--- src/rtl/rps_match_controller.sv ---
// Match-level sequencer for stone-paper-scissors: hands move pairs to the round
// evaluator, tallies scores and declares a match winner. Optional history: RPS_ROUND_HISTORY_EN.
module rps_match_controller #(
  parameter int WIN_TARGET   = 2,
  parameter int MAX_ROUNDS   = 9,
  parameter int SCORE_W      = 4,
  parameter int EVAL_TIMEOUT = 15
) (
  input  logic               clk,
  input  logic               reset,
  input  logic               match_start,
  input  logic               abort,
  input  logic               moves_valid,
  input  logic [1:0]         p1_move,
  input  logic [1:0]         p2_move,
  output logic               moves_ready,
  output logic               eval_req,
  output logic [1:0]         eval_p1,
  output logic [1:0]         eval_p2,
  input  logic               eval_done,
  input  logic [1:0]         eval_winner,
  output logic [SCORE_W-1:0] p1_score,
  output logic [SCORE_W-1:0] p2_score,
  output logic [7:0]         round_cnt,
  output logic [2:0]         state,
  output logic               match_done,
  output logic [1:0]         match_winner,
  output logic               invalid_seen
`ifdef RPS_ROUND_HISTORY_EN
  ,
  output logic [15:0]        round_history
`endif
);

  localparam int TMO_W = $clog2(EVAL_TIMEOUT + 1);
  localparam logic [TMO_W-1:0]   TMO_LAST = TMO_W'(EVAL_TIMEOUT - 1);
  localparam logic [SCORE_W-1:0] TARGET   = SCORE_W'(WIN_TARGET);
  localparam logic [7:0]         RND_LIM  = 8'(MAX_ROUNDS);

  typedef enum logic [2:0] {
    S_IDLE   = 3'b000,
    S_ARM    = 3'b001,
    S_EVAL   = 3'b010,
    S_UPDATE = 3'b011,
    S_DONE   = 3'b100
  } state_t;

  state_t cur_st, nxt_st;

  logic [SCORE_W-1:0] p1_nxt, p2_nxt;
  logic [7:0]         rnd_nxt;
  logic               inv_nxt;
  logic [1:0]         win_nxt, ep1_nxt, ep2_nxt;
  logic [1:0]         cap_win, cap_nxt;
  logic [TMO_W-1:0]   tmo_cnt, tmo_nxt;
`ifdef RPS_ROUND_HISTORY_EN
  logic [15:0]        hist_nxt;
`endif

  // Points decision once the round limit ends the match
  function automatic logic [1:0] points_winner(input logic [SCORE_W-1:0] a,
                                               input logic [SCORE_W-1:0] b);
    if (a > b)      return 2'b01;
    else if (b > a) return 2'b10;
    else            return 2'b00;
  endfunction

  always_ff @(posedge clk) begin
    if (reset) cur_st <= S_IDLE;
    else       cur_st <= nxt_st;
  end

  always_comb begin
    nxt_st  = cur_st;
    p1_nxt  = p1_score;
    p2_nxt  = p2_score;
    rnd_nxt = round_cnt;
    inv_nxt = invalid_seen;
    win_nxt = match_winner;
    ep1_nxt = eval_p1;
    ep2_nxt = eval_p2;
    cap_nxt = cap_win;
    tmo_nxt = tmo_cnt;
`ifdef RPS_ROUND_HISTORY_EN
    hist_nxt = round_history;
`endif
    if (abort) begin
      nxt_st = S_IDLE;
    end else begin
      case (cur_st)
        S_IDLE, S_DONE: begin
          if (match_start) begin
            nxt_st  = S_ARM;
            p1_nxt  = '0;
            p2_nxt  = '0;
            rnd_nxt = '0;
            inv_nxt = 1'b0;
            win_nxt = 2'b00;
`ifdef RPS_ROUND_HISTORY_EN
            hist_nxt = '0;
`endif
          end
        end
        S_ARM: begin
          if (moves_valid) begin
            ep1_nxt = p1_move;
            ep2_nxt = p2_move;
            tmo_nxt = '0;
            nxt_st  = S_EVAL;
          end
        end
        S_EVAL: begin
          if (eval_done) begin
            cap_nxt = eval_winner;
            nxt_st  = S_UPDATE;
          end else if (tmo_cnt == TMO_LAST) begin
            win_nxt = 2'b11;
            nxt_st  = S_DONE;
          end else begin
            tmo_nxt = tmo_cnt + 1'b1;
          end
        end
        S_UPDATE: begin
          case (cap_win)
            2'b01: begin
              p1_nxt  = p1_score + 1'b1;
              rnd_nxt = round_cnt + 8'd1;
            end
            2'b10: begin
              p2_nxt  = p2_score + 1'b1;
              rnd_nxt = round_cnt + 8'd1;
            end
            2'b11:   inv_nxt = 1'b1;
            default: ;
          endcase
`ifdef RPS_ROUND_HISTORY_EN
          hist_nxt = {round_history[13:0], cap_win};
`endif
          // Match end is judged on the freshly updated tallies
          if (p1_nxt == TARGET) begin
            win_nxt = 2'b01;
            nxt_st  = S_DONE;
          end else if (p2_nxt == TARGET) begin
            win_nxt = 2'b10;
            nxt_st  = S_DONE;
          end else if (rnd_nxt == RND_LIM) begin
            win_nxt = points_winner(p1_nxt, p2_nxt);
            nxt_st  = S_DONE;
          end else begin
            nxt_st  = S_ARM;
          end
        end
        default: nxt_st = S_IDLE;
      endcase
    end
  end

  always_ff @(posedge clk) begin
    if (reset) begin
      p1_score     <= '0;
      p2_score     <= '0;
      round_cnt    <= '0;
      invalid_seen <= 1'b0;
      match_winner <= 2'b00;
      eval_p1      <= 2'b00;
      eval_p2      <= 2'b00;
      cap_win      <= 2'b00;
      tmo_cnt      <= '0;
`ifdef RPS_ROUND_HISTORY_EN
      round_history <= '0;
`endif
    end else begin
      p1_score     <= p1_nxt;
      p2_score     <= p2_nxt;
      round_cnt    <= rnd_nxt;
      invalid_seen <= inv_nxt;
      match_winner <= win_nxt;
      eval_p1      <= ep1_nxt;
      eval_p2      <= ep2_nxt;
      cap_win      <= cap_nxt;
      tmo_cnt      <= tmo_nxt;
`ifdef RPS_ROUND_HISTORY_EN
      round_history <= hist_nxt;
`endif
    end
  end

  assign state       = cur_st;
  assign moves_ready = (cur_st == S_ARM);
  assign eval_req    = (cur_st == S_EVAL);
  assign match_done  = (cur_st == S_DONE);

endmodule

--- config.mk ---
export PLATFORM = sky130hd
export DESIGN_NAME = rps_match_controller
export DESIGN_NICKNAME = d
export VERILOG_FILES = /design/src/rtl/rps_match_controller.sv
export SDC_FILE = /design/constraint.sdc
export NUM_CORES = 1
export LEC_CHECK = 0
export ABC_AREA = 1
export CORE_ASPECT_RATIO = 1.4
export CORE_MARGIN = 4
export CORE_UTILIZATION = 51
export DETAILED_ROUTE_END_ITERATION = 8
export PLACE_DENSITY_LB_ADDON = 0.05
export SYNTH_ARGS = -nofsm -noshare
export SYNTH_HDL_FRONTEND = slang
export SYNTH_SLANG_ARGS = --single-unit
export TNS_END_PERCENT = 10
--- constraint.sdc ---
create_clock -name clk -period 2.4 [get_ports clk]
set_clock_uncertainty 0.15 [all_clocks]
set_input_delay 0.36 -clock clk [delete_from_list [all_inputs] [get_ports clk]]
set_output_delay 0.36 -clock clk [all_outputs]
set_load 0.02 [all_outputs]
### Register map, names as in the netlist

The bar under the picture is 20 um long. Other sequential cells in the stronger grey, the rest of the logic in the fainter grey.
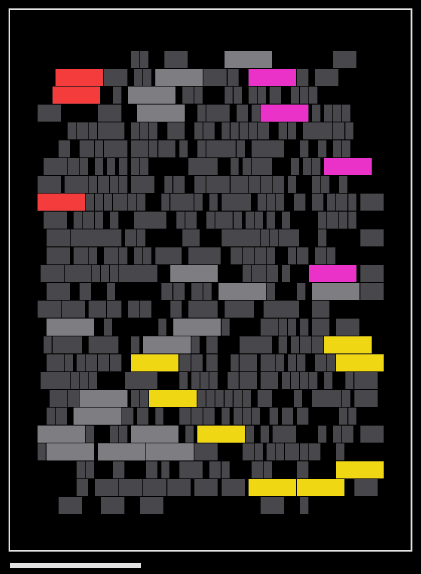
[yellow] `round_cnt` | flops: 8
[magenta] `p2_score` | flops: 4 | where: north-east
[red] `state` | flops: 3
not coloured: 17
Seq/total area: 24.6%
sequential power: 0.547 mW

### Clock nets

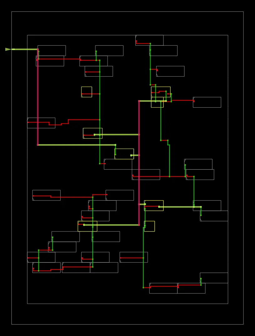
clock buf count: 5
Flops: 32
CTS buffer count: 5

### Wiring by layer

The bar under the picture is 20 um long. Two of the layers only.
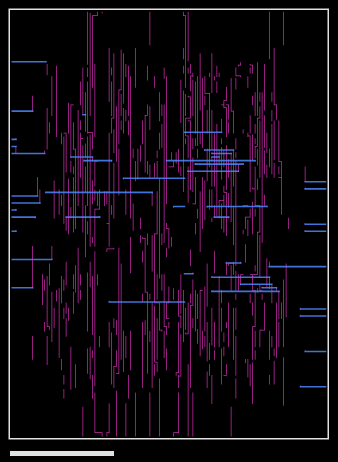
[blue] met3 | wire length: 260 um
[magenta] met2 | wire length: 2440 um

==> impl_metrics.toml <==
# implementation run metrics
[yosys]
synth_warnings = 0
post_synth.cell_area_avg_um2 = 6.37
syn_inst = 316
syn-cell-area_um2 = 2010
ys_types = 30
synth.area.top_cells = "dfxtp_1, nand2_1, inv_1, nor2_1, a21oi_1"
synth.top_cell.area_share_pct = 31.8
synth_seq_share_pct = 31.8
yosysChipArea_um2 = 2010
numSynthFlops = 32

[clocking]
cts.path.max_buffers = 2
clk_latency_ns = 0.29
htree_levels = 2
cts_setup_buffers = 0
cts-root-buf = "clkbuf_8"
cts_sinks = 32
path_clk_slew_ns = 0.07

[route]
drt_iter0_markers = 134
vias = 2118
post_drt_wl_per_cell_um = 11.8
viasPerCell = 5.19
drc_errors = 0
wl_mm = 4.81

[global_routing]
grt_usage_pct = 20.9
grt_pass1_wl_mm = 8.13
grt_pass1_vias = 1948
grt_overflow = 0
antenna_found_initial = 0

[critical_path]
cp_cell_sequence = "inv_1 > nor2_4 > nand2_2 > inv_1 > clkdlybuf4s50_1"
cp_top_family = "buffers and inverters"
crit_path_end_kind = "output pin"
cpMostUsedCell = "inv_1"
path_class = "reg -> out"
crit_path_start_kind = "flip-flop"
cp_slowest_cell = "clkdlybuf4s50_1"
cp.required_ns = 1.89
regToRegStartpoint = "cap_win[0]"
max_stage_delay_ns = 0.62
timing.rr.end = "match_winner[1]"
r2r_cells = 14

[die]
die_area_um2 = 5030
fp-row-count = 26
fp.dieW_um = 61.1

[finish]
nets = 387
mostFrequentLayoutCells = "nand2_1, clkdlybuf4s50_1, inv_1"
lay_top_count = "nand2_1"
diodes = 0
syn2layout_area_growth_pct = 29.4

[final_timing]
slew_headroom_pct = 71.9
rsz0062_at_grt = "false"
final.setup.tns_ns = 0
finalSetupViolations = 0
fmax_mhz = 452
worst_pin_slew_ns = 0.418

[run]
maxCapViolations = 0
warnings = 29

[placement]
dpl.hpwl_mm = 3.66
gp_routability_congestion = 0.951
port_buffers = 40

[pwr]
power_density_nw_per_um2 = 425
power_leakage_nw = 1.07
peakVddDrop_uv = 379
power_mw = 1.11

[min_path]
hold_path_depth = 2
min_to = "eval_p1[0]"
hp-start = "eval_p1[0]"

[outcome]
outcome = "complete, no violations"
## final cells by class
class                           count  area [um^2]  share of cell area, %
Multi-Input combinational cell    238         1220                   46.7
Sequential cell                    32          641                   24.6
Timing Repair Buffer               46          445                   17.1
Inverter                           42          159                   6.09
Clock buffer                        5         68.8                   2.64
Tap cell                           42         52.6                   2.02
Clock inverter                      3         23.8                  0.912
## stage by stage
stage,hold slack [ns],util (%),setup slack [ns],cells,instance area [um^2]
after detailed placement,0.329,66.6,0.188,400,2490
after global placement,0.318,66.6,0.282,400,2490
after CTS,0.343,69.1,0.141,408,2580
after floorplan,0.318,-,0.408,316,2010
final,0.340,69.7,0.186,408,2610
after global routing,0.355,69.7,0.00931,408,2610
## power by group
part	total (mW)	internal [mW]	switching (mW)
Sequential	0.547	0.540	0.00684
Clock	0.430	0.205	0.224
Combinational	0.132	0.0567	0.0754
## synthesized netlist by cell type
cell type  count
nand2_2        2
nor4_4         1
xnor2_1        2
nand2_1       97
a21oi_1       26
inv_1         39
nand4_1        2
inv_2          2
nor3_1         7
o21ai_1        2
dfxtp_1       32
ha_1          10
nand3_2        1
nand3_1       21
a21boi_0       1
a211oi_1       1
buf_4          1
nor2_2         3
nor3_2         1
nor3b_2        1
nor3_4         1
o21bai_1       4
nor2_1        39
a21o_1         1
o21ai_0       11
clkinv_2       1
clkbuf_1       2
or2_2          1
buf_2          1
nor2_4         3
## cells by family (layout without fill, tap and decap cells)
logic type | count (synthesis) | count (layout) | synth area share [%]
AOI/OAI and AO/OA | 46 | 46 | 12.3
DFF | 32 | 32 | 31.8
xor gates and xnor gates | 2 | 2 | 0.870
buffers and inverters | 46 | 96 | 8.88
adders and majority gates | 10 | 10 | 6.21
and+or+nand+nor | 180 | 180 | 39.9
## metal layers
metal | track usage [%] | part of all wire (%) | vias up
met3 | 4.35 | 5.4 | 9
met5 | 0 | 0 | -
met2 | 37.3 | 51 | 63
li1 | - | - | 1099
met1 | 24.3 | 42 | 947
met4 | 6.51 | 1.4 | 0
## state kept, by name (all words and copies together), names as in the netlist
register	flops
tmo_cnt	4
cap_win	2
match_winner	2
eval_p2	2
invalid_seen	1
eval_p1	2
round_cnt	8
p1_score	4
p2_score	4
state	3
## how the worst max path moves through the flow
stage	end	depth (start not counted)	from	slack [ns]
floorplan	match_winner[1]	14	cap_win[0]	0.41
global placement	state[0]	13	cap_win[0]	0.28
detailed placement	match_winner[1]	15	cap_win[0]	0.19
CTS	match_winner[1]	15	cap_win[0]	0.14
global route	match_winner[0]	15	cap_win[0]	0.009
finish	eval_req	5	state[1]	0.19
## worst min-delay path: cells and delay by family (launching register included)
kind | cells | cell delay [ns]
AND/OR/NAND/NOR | 2 | 0.14
flip-flops | 1 | 0.31
## what timing repair did
| action | 4_1_cts | 5_1_grt |
|---|---|---|
| setup endpoints to repair | 0 | 4 |
| resized | 0 | 6 |
| hold buffers | 0 | 0 |
No activity file was given, so power comes from the tool's default toggle rates.
